## src/rtl/line_evict_reader_pkg.sv

```systemverilog
// Shared types and sizing for the cache line eviction reader.
// Holds the FSM state encoding and the word-slicing width derivation.
package line_evict_reader_pkg;

  localparam int DEF_DATA_WIDTH  = 256;
  localparam int DEF_INDEX_WIDTH = 9;
  localparam int DEF_WORD_BITS   = 3;
  localparam int DEF_WORD_CNT    = 2 ** DEF_WORD_BITS;
  localparam int DEF_SMALL_WIDTH = DEF_DATA_WIDTH / DEF_WORD_CNT;

  typedef enum logic [1:0] {
    IDLE  = 2'd0,
    READ  = 2'd1,
    LATCH = 2'd2,
    SEND  = 2'd3
  } state_t;

  function automatic int small_width(input int data_width, input int word_bits);
    return data_width / (2 ** word_bits);
  endfunction

endpackage

```

## src/rtl/line_evict_reader_if.sv

```systemverilog
// Request, array port-b and word-stream signals of the eviction reader.
// master = the engine, slave = controller/array/writeback side.
interface line_evict_reader_if #(
  parameter int DATA_WIDTH  = line_evict_reader_pkg::DEF_DATA_WIDTH,
  parameter int INDEX_WIDTH = line_evict_reader_pkg::DEF_INDEX_WIDTH,
  parameter int WORD_BITS   = line_evict_reader_pkg::DEF_WORD_BITS
);
  localparam int WORDS = 2 ** WORD_BITS;
  localparam int SW    = DATA_WIDTH / WORDS;

  logic                   req_valid;
  logic                   req_ready;
  logic [INDEX_WIDTH-1:0] req_index;
  logic [WORDS-1:0]       req_mask;
  logic [INDEX_WIDTH-1:0] arr_addr_b;
  logic                   arr_we_b;
  logic [DATA_WIDTH-1:0]  arr_q_b;
  logic                   out_valid;
  logic                   out_ready;
  logic [SW-1:0]          out_data;
  logic [WORD_BITS-1:0]   out_word;
  logic [INDEX_WIDTH-1:0] out_index;
  logic                   out_last;
  logic                   done;

  modport master (
    input  req_valid, req_index, req_mask, arr_q_b, out_ready,
    output req_ready, arr_addr_b, arr_we_b, out_valid, out_data,
           out_word, out_index, out_last, done
  );

  modport slave (
    output req_valid, req_index, req_mask, arr_q_b, out_ready,
    input  req_ready, arr_addr_b, arr_we_b, out_valid, out_data,
           out_word, out_index, out_last, done
  );

endinterface

```

## src/rtl/line_evict_reader_mask_next_bit.sv

```systemverilog
// Combinational priority finder over the dirty mask: lowest set bit, and next set
// bit strictly above a pointer (o_none when there is none, i.e. pointer is last).
module mask_next_bit #(
  parameter int WORD_BITS = 3
) (
  input  logic [(2**WORD_BITS)-1:0] i_mask,
  input  logic [WORD_BITS-1:0]      i_ptr,
  output logic [WORD_BITS-1:0]      o_next,
  output logic                      o_none,
  output logic [WORD_BITS-1:0]      o_lowest
);
  localparam int WORDS = 2 ** WORD_BITS;

  // Descending scans: the last hit written is the lowest qualifying bit.
  always_comb begin
    o_next   = '0;
    o_none   = 1'b1;
    o_lowest = '0;
    for (int j = WORDS - 1; j >= 0; j--) begin
      if (i_mask[j] && (j > int'(i_ptr))) begin
        o_next = WORD_BITS'(j);
        o_none = 1'b0;
      end
    end
    for (int j = WORDS - 1; j >= 0; j--) begin
      if (i_mask[j]) begin
        o_lowest = WORD_BITS'(j);
      end
    end
  end

endmodule

```

## src/rtl/line_evict_reader.sv

```systemverilog
// Reads one cache line via array port b and streams its dirty words out;
// first beat 3 cycles after accept, beats hold stable while out_ready is low.
module line_evict_reader
  import line_evict_reader_pkg::*;
#(
  parameter int DATA_WIDTH  = DEF_DATA_WIDTH,
  parameter int INDEX_WIDTH = DEF_INDEX_WIDTH,
  parameter int WORD_BITS   = DEF_WORD_BITS
) (
  input  logic                 clk,
  input  logic                 rst_n,
  line_evict_reader_if.master  bus
);
  localparam int WORDS = 2 ** WORD_BITS;
  localparam int SW    = small_width(DATA_WIDTH, WORD_BITS);

  state_t                 r_state;
  state_t                 w_state_nxt;
  logic [INDEX_WIDTH-1:0] r_index;
  logic [WORDS-1:0]       r_mask;
  logic [DATA_WIDTH-1:0]  r_line;
  logic [WORD_BITS-1:0]   r_ptr;
  logic                   r_done;

  logic [WORD_BITS-1:0]   w_next;
  logic [WORD_BITS-1:0]   w_lowest;
  logic                   w_none;
  logic                   w_req_ready;
  logic                   w_out_valid;
  logic                   w_out_last;
  logic                   w_accept;
  logic                   w_beat;

  mask_next_bit #(.WORD_BITS(WORD_BITS)) u_next (
    .i_mask   (r_mask),
    .i_ptr    (r_ptr),
    .o_next   (w_next),
    .o_none   (w_none),
    .o_lowest (w_lowest)
  );

  always_ff @(posedge clk or negedge rst_n) begin
    if (!rst_n) begin
      r_state <= IDLE;
    end else begin
      r_state <= w_state_nxt;
    end
  end

  always_comb begin
    w_state_nxt = r_state;
    w_req_ready = 1'b0;
    w_out_valid = 1'b0;
    w_out_last  = 1'b0;
    case (r_state)
      IDLE: begin
        w_req_ready = 1'b1;
        // An empty mask completes in place: no array read, only the done pulse.
        if (bus.req_valid && (bus.req_mask != '0)) begin
          w_state_nxt = READ;
        end
      end
      READ:  w_state_nxt = LATCH;
      LATCH: w_state_nxt = SEND;
      SEND: begin
        w_out_valid = 1'b1;
        w_out_last  = w_none;
        if (bus.out_ready && w_none) begin
          w_state_nxt = IDLE;
        end
      end
      default: w_state_nxt = IDLE;
    endcase
  end

  assign w_accept = w_req_ready && bus.req_valid;
  assign w_beat   = w_out_valid && bus.out_ready;

  always_ff @(posedge clk or negedge rst_n) begin
    if (!rst_n) begin
      r_index <= '0;
      r_mask  <= '0;
      r_line  <= '0;
      r_ptr   <= '0;
      r_done  <= 1'b0;
    end else begin
      r_done <= (w_accept && (bus.req_mask == '0)) || (w_beat && w_none);
      if (w_accept) begin
        r_index <= bus.req_index;
        r_mask  <= bus.req_mask;
      end
      if (r_state == LATCH) begin
        r_line <= bus.arr_q_b;
        r_ptr  <= w_lowest;
      end else if (w_beat && !w_none) begin
        r_ptr <= w_next;
      end
    end
  end

  assign bus.req_ready  = w_req_ready;
  assign bus.arr_addr_b = r_index;
  assign bus.arr_we_b   = 1'b0;
  assign bus.out_valid  = w_out_valid;
  assign bus.out_last   = w_out_last;
  assign bus.out_data   = r_line[r_ptr*SW +: SW];
  assign bus.out_word   = r_ptr;
  assign bus.out_index  = r_index;
  assign bus.done       = r_done;

endmodule

```

## src/flat_wrapper.sv

```systemverilog
// flat-port wrapper written by rule: the top's interface ports become plain ports
module line_evict_reader_flat import line_evict_reader_pkg::*;
#(
  parameter int DATA_WIDTH  = DEF_DATA_WIDTH,
  parameter int INDEX_WIDTH = DEF_INDEX_WIDTH,
  parameter int WORD_BITS   = DEF_WORD_BITS
)
  (clk, rst_n, bus_req_valid, bus_req_index, bus_req_mask, bus_arr_q_b, bus_out_ready, bus_req_ready, bus_arr_addr_b, bus_arr_we_b, bus_out_valid, bus_out_data, bus_out_word, bus_out_index, bus_out_last, bus_done);
  line_evict_reader_if #(.DATA_WIDTH(DATA_WIDTH), .INDEX_WIDTH(INDEX_WIDTH), .WORD_BITS(WORD_BITS)) bus_i ();
  input  logic clk;
  input  logic rst_n;
  input wire logic [$bits(bus_i.req_valid)-1:0] bus_req_valid;
  input wire logic [$bits(bus_i.req_index)-1:0] bus_req_index;
  input wire logic [$bits(bus_i.req_mask)-1:0] bus_req_mask;
  input wire logic [$bits(bus_i.arr_q_b)-1:0] bus_arr_q_b;
  input wire logic [$bits(bus_i.out_ready)-1:0] bus_out_ready;
  output wire logic [$bits(bus_i.req_ready)-1:0] bus_req_ready;
  output wire logic [$bits(bus_i.arr_addr_b)-1:0] bus_arr_addr_b;
  output wire logic [$bits(bus_i.arr_we_b)-1:0] bus_arr_we_b;
  output wire logic [$bits(bus_i.out_valid)-1:0] bus_out_valid;
  output wire logic [$bits(bus_i.out_data)-1:0] bus_out_data;
  output wire logic [$bits(bus_i.out_word)-1:0] bus_out_word;
  output wire logic [$bits(bus_i.out_index)-1:0] bus_out_index;
  output wire logic [$bits(bus_i.out_last)-1:0] bus_out_last;
  output wire logic [$bits(bus_i.done)-1:0] bus_done;
  assign bus_i.req_valid = bus_req_valid;
  assign bus_i.req_index = bus_req_index;
  assign bus_i.req_mask = bus_req_mask;
  assign bus_i.arr_q_b = bus_arr_q_b;
  assign bus_i.out_ready = bus_out_ready;
  assign bus_req_ready = bus_i.req_ready;
  assign bus_arr_addr_b = bus_i.arr_addr_b;
  assign bus_arr_we_b = bus_i.arr_we_b;
  assign bus_out_valid = bus_i.out_valid;
  assign bus_out_data = bus_i.out_data;
  assign bus_out_word = bus_i.out_word;
  assign bus_out_index = bus_i.out_index;
  assign bus_out_last = bus_i.out_last;
  assign bus_done = bus_i.done;
  line_evict_reader #(.DATA_WIDTH(DATA_WIDTH), .INDEX_WIDTH(INDEX_WIDTH), .WORD_BITS(WORD_BITS)) u_core (.clk(clk), .rst_n(rst_n), .bus(bus_i));
endmodule
```

## config.mk

```make
export PLATFORM = sky130hd
export DESIGN_NAME = line_evict_reader_flat
export DESIGN_NICKNAME = d
export VERILOG_FILES = /design/src/rtl/line_evict_reader_pkg.sv /design/src/rtl/line_evict_reader_if.sv /design/src/rtl/line_evict_reader_mask_next_bit.sv /design/src/rtl/line_evict_reader.sv /design/src/flat_wrapper.sv
export SDC_FILE = /design/constraint.sdc
export NUM_CORES = 1
export LEC_CHECK = 0
export ABC_AREA = 1
export CORE_MARGIN = 8
export CORE_UTILIZATION = 49
export DETAILED_ROUTE_END_ITERATION = 8
export GPL_TIMING_DRIVEN = 0
export PLACE_DENSITY_LB_ADDON = 0.3
export SLEW_MARGIN = 20
export SYNTH_ARGS = -nofsm -noshare
export SYNTH_HDL_FRONTEND = slang
export SYNTH_SLANG_ARGS = --single-unit
export TNS_END_PERCENT = 20
```

## constraint.sdc

```tcl
create_clock -name clk -period 1.9 [get_ports clk]
set_input_delay 0.285 -clock clk [delete_from_list [all_inputs] [get_ports clk]]
set_output_delay 0.285 -clock clk [all_outputs]
set_load 0.03 [all_outputs]
```

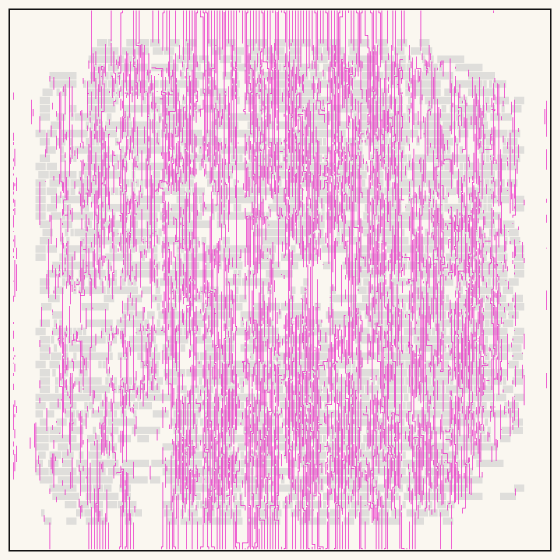
Run 1: the metal 2 layer
longest straight run: 99.4 µm
share of all routed wire: 47%
nets with wire on the layer: 1933
drt total wl: 49920 µm
routing usage on met2: 0.4815

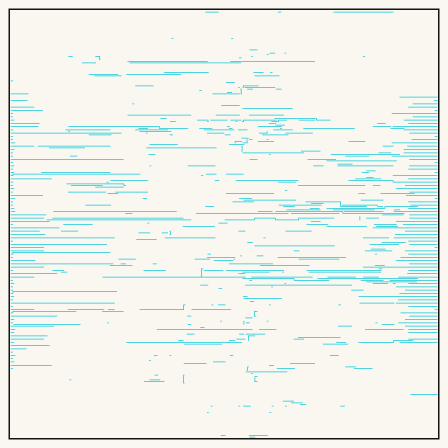
Run 1: met3 routing
share of all routed wire: 9.8%
nets with wire on the layer: 379
Via Count: 12900
met3 usage: 0.06583

==> run notes, run 1 <==
run results: status=finished with violations, failing checks=setup timing, registers=279, dpl cells=2242, Final WS setup=-0.5888 ns, Final TNS setup=-16.81 ns, WL per Instance=21.67 µm, GRT overflow=0, pin count of the biggest net entering global routing=101, Top cell excl fill/tap=nand2_1, Post-DP HPWL=36640 µm, Worst-Margin Slew=0.6798 ns, invs w/o clock=181, instance area after placement=16800 µm², # setup viols final=33, CTS tree=done, initial antenna violation count=2, first-pass GRT wire length=73490 µm, MI comb cells=1002, Critical Path RT=1.62 ns, Routed Antenna Nets=0, Die ar.=31710 µm², count leader, synth=nand2_1, LEAKAGE=8.922 nW, CP Capture Type=output port, Final Max-Slew Violation Tally=0, total CTS buffers=29, Worst setup SP type=register, largest class=flip-flops and latches, root buffer cell=clkbuf_16, Max-slew headroom=0.5468, Layout Area Growth over Synthesis=47.53%, synthesized area per cell=8.187 µm², # hold bufs at CTS=1, Setup CP Type=reg -> out, Fillers=1938, max reg flops=256, H-tree depth=1
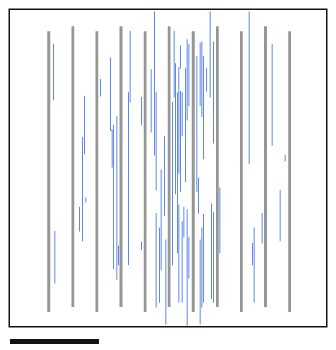
Run 1: signal wires on met4
Bar = 50 µm. Supply wires on this layer in grey.
nets with wire on the layer: 46
main direction: vertical
wire length on this layer: 2670 µm
share of all routed wire: 5.4%
longest straight run: 97.2 µm

run 1: logic make-up (layout without fill, tap and decap cells):
| kind of cell | count (synthesis) | after routing | share of synthesized area |
|---|---|---|---|
| AOI/OAI and AO/OA | 376 | 376 | 0.1637 |
| adders and majority gates | 3 | 3 | 0.002917 |
| buffers and inverters | 291 | 687 | 0.09518 |
| DFF | 279 | 279 | 0.5425 |
| muxes | 9 | 9 | 0.007875 |
| other | 1 | 2 | 0.0002914 |
| and+or+nand+nor | 613 | 613 | 0.1875 |
run 1: worst paths after layout:
| kind | from | endpoint | slack [ns] | depth (start not counted) |
|---|---|---|---|---|
| worst max register to register | u_core.r_state[0] | u_core.r_line[171] | 0.05 | 8 |
| worst min-delay path | bus_arr_q_b[28] | u_core.r_line[28] | 0.28 | 3 |
| min in group asynchronous | rst_n | u_core.r_line[148] | 0.33 | 2 |
| worst max-delay path | u_core.bus.out_word[0] | bus_out_data[31] | -0.59 | 8 |
| worst min register to register | u_core.r_line[30] | u_core.r_line[30] | 0.47 | 2 |
| max in group asynchronous | rst_n | u_core.r_line[21] | 0.61 | 3 |
run 1: where the power goes:
| group | switching [mW] | internal [mW] | total, mW |
|---|---|---|---|
| Sequential | 1.47 | 8.91 | 10.4 |
| Clock | 2.37 | 3.69 | 6.06 |
| Combinational | 13.7 | 7.84 | 21.6 |
| Total | 17.6 | 20.4 | 38.0 |
run 1: layer usage:
layer,vias up,part of all wire,track usage
li1,5773,-,-
met1,6290,0.38,0.3899
met2,703,0.47,0.4815
met3,131,0.098,0.06583
met4,2,0.054,0.1494
met5,-,0.00024,0
run 1: critical path, delay by kind of cell, from the launching register on:
kind,cells,cell delay [ns]
flip-flops,1,0.44
buffers and inverters,4,0.63
AND-OR/OR-AND,2,0.45
AND/OR/NAND/NOR,2,0.14
==> run 1 -> run 2 <==
--- a/config.mk
+++ b/config.mk
@@ -10,7 +10,7 @@
 export CORE_UTILIZATION = 49
 export DETAILED_ROUTE_END_ITERATION = 8
 export GPL_TIMING_DRIVEN = 0
-export PLACE_DENSITY_LB_ADDON = 0.3
+export PLACE_DENSITY_LB_ADDON = 0.12
 export SLEW_MARGIN = 20
 export SYNTH_ARGS = -nofsm -noshare
 export SYNTH_HDL_FRONTEND = slang
==> constraint.sdc (replaced) <==
create_clock -name clk -period 1.9 [get_ports clk]
set_input_delay 0.285 -clock clk [delete_from_list [all_inputs] [get_ports clk]]
set_output_delay 0.285 -clock clk [all_outputs]
set_load 0.02 [all_outputs]
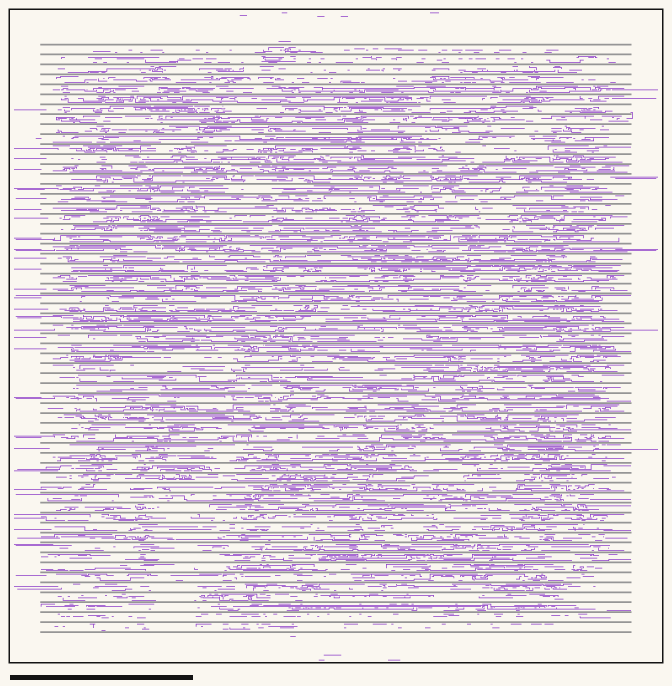
Run 2: met1 routing
Bar = 50 µm. Supply wires on this layer in grey.
main direction: horizontal
nets with wire on the layer: 2014
share of all routed wire: 39%

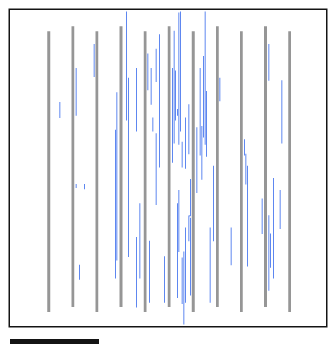
Run 2: signal wires on met4
Bar = 50 µm. Supply wires on this layer in grey.
main direction: vertical
nets with wire on the layer: 45
share of all routed wire: 4.3%

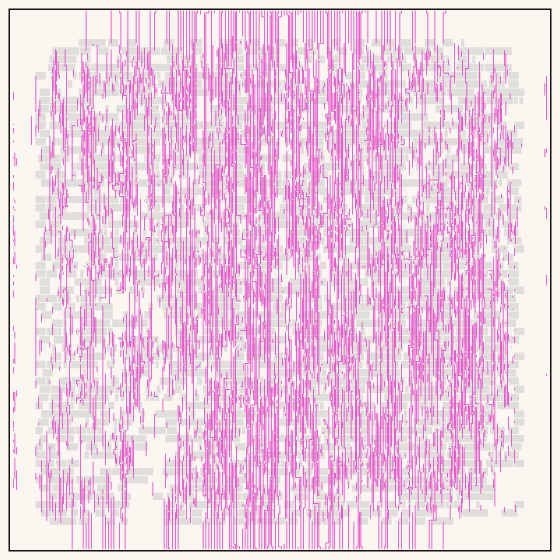
Run 2: the metal 2 layer
share of all routed wire: 47%
nets with wire on the layer: 1895
main direction: vertical
wire length on this layer: 23.0 mm
drt total wl: 48880 µm
routing usage on met2: 0.4859
Via Count: 12610

==> run 2 against run 1 <==
Against the previous run: the run still ends with setup timing left; flip-flop count unchanged; critical path depth decreased by 2; global-route usage fell by 0.13 points; worst hold slack worse by 0.035 ns; cell count up 0.78%; non-clock buffer count increased by 13; first-iteration DRC count fell by 30%; sequential power hardly changed; register-to-register slack got worse by 0.02 ns; synthesized cell count is the same; clock power up 9.9%; utilization is 0.29 points higher.
==> run notes, run 2 <==
run results: status=finished with violations (unchanged), failing checks=setup timing (unchanged), root buffer cell=clkbuf_16 (unchanged), initial antenna violation count=5 (was 2), sequential share of power=0.277 (was 0.273), reg2reg setup slack=0.03 ns (was 0.05 ns), Worst-Margin Slew=0.5691 ns (was 0.6798 ns), Final Max-Slew Violation Tally=0 (unchanged), invs w/o clock=181 (unchanged), largest class=flip-flops and latches (unchanged), MI comb cells=1002 (unchanged), switching share of power=0.4429 (was 0.4621), total CTS buffers=30 (was 29), instance area after placement=16710 µm² (was 16800 µm²), Routed Antenna Nets=0 (unchanged), Critical Path RT=1.62 ns (about the same), # setup viols final=33 (unchanged), WL per Instance=21.05 µm (was 21.67 µm), Post-synth EDFFs=0 (unchanged), max reg flops=256 (unchanged), Final WS setup=-0.5361 ns (was -0.5888 ns), worst path buffer plus inverter count=4 (unchanged), CP max stage delay=0.43 ns (was 0.44 ns), Max-slew headroom=0.6206 (was 0.5468), H-tree depth=1 (unchanged), Top cell excl fill/tap=nand2_1 (unchanged), Post-DP HPWL=36440 µm (was 36640 µm), sequential area share after synthesis=0.5425 (unchanged), Fillers=1938 (unchanged), registers=279 (unchanged), CP Capture Type=output port (unchanged), first-pass GRT wire length=73150 µm (was 73490 µm), Worst setup SP type=register (unchanged), clock share of power=0.179 (was 0.159), fin crit share=1.282 (was 1.310), Layout Area Growth over Synthesis=48.11% (was 47.53%), pin count of the biggest net entering global routing=92 (was 101), Setup CP Type=reg -> out (unchanged), # clock sinks=279 (unchanged), NetSw=16.49 mW (was 17.57 mW), dpl cells=2243 (was 2242), Final TNS setup=-16.20 ns (was -16.81 ns)
==> run 2: cell counts after synthesis <==
Identical to the previous run, type by type.
==> run 2: what timing repair did <==
item                       in CTS  in global routing
gates cloned                    2                  2
setup endpoints to repair     254                194
pin swaps                      15                 20
resized                       427                108
buffers inserted               12                  5
hold endpoints to repair       47                  0
hold buffers                    1                  0
==> run 2: kinds of logic after synthesis <==
logic type / Yosys count / share of synthesized area
adders and majority gates: 3 / 0.002917
and+or+nand+nor: 613 / 0.1875
buffers and inverters: 291 / 0.09518
AOI/OAI and AO/OA: 376 / 0.1637
other: 1 / 0.0002914
muxes: 9 / 0.007875
DFF: 279 / 0.5425
==> run 2: routing by layer <==
metal	share of wire	GRT usage	vias to the layer above
li1	-	-	5793
met1	0.39	0.3798	6085
met2	0.47	0.4859	602
met3	0.093	0.07790	122
met4	0.043	0.1355	6
met5	0.00082	0	-
==> run 2: final timing paths <==
check / start / cells after the start / endpoint
min in group clk: bus_arr_q_b[9] / 3 / u_core.r_line[9]
setup / recovery: u_core.bus.out_word[0] / 6 / bus_out_data[30]
max in group asynchronous: rst_n / 3 / u_core.r_line[53]
setup reg to reg: u_core.r_state[0] / 8 / u_core.r_line[173]
hold reg to reg: u_core.r_line[54] / 2 / u_core.r_line[54]
hold / removal: rst_n / 2 / u_core.r_line[142]
==> run 2: power groups by stage <==
stage | sequential [mW] | clock [mW] | combinational, mW
floorplan | 9.99 | 0 | 9.77
global placement | 10.1 | 0 | 16.6
detailed placement | 10.2 | 0 | 16.9
CTS | 10.2 | 6.69 | 18.8
global route | 10.6 | 6.94 | 21.9
finish | 10.3 | 6.66 | 20.3
Power and IR drop assume default switching activity.
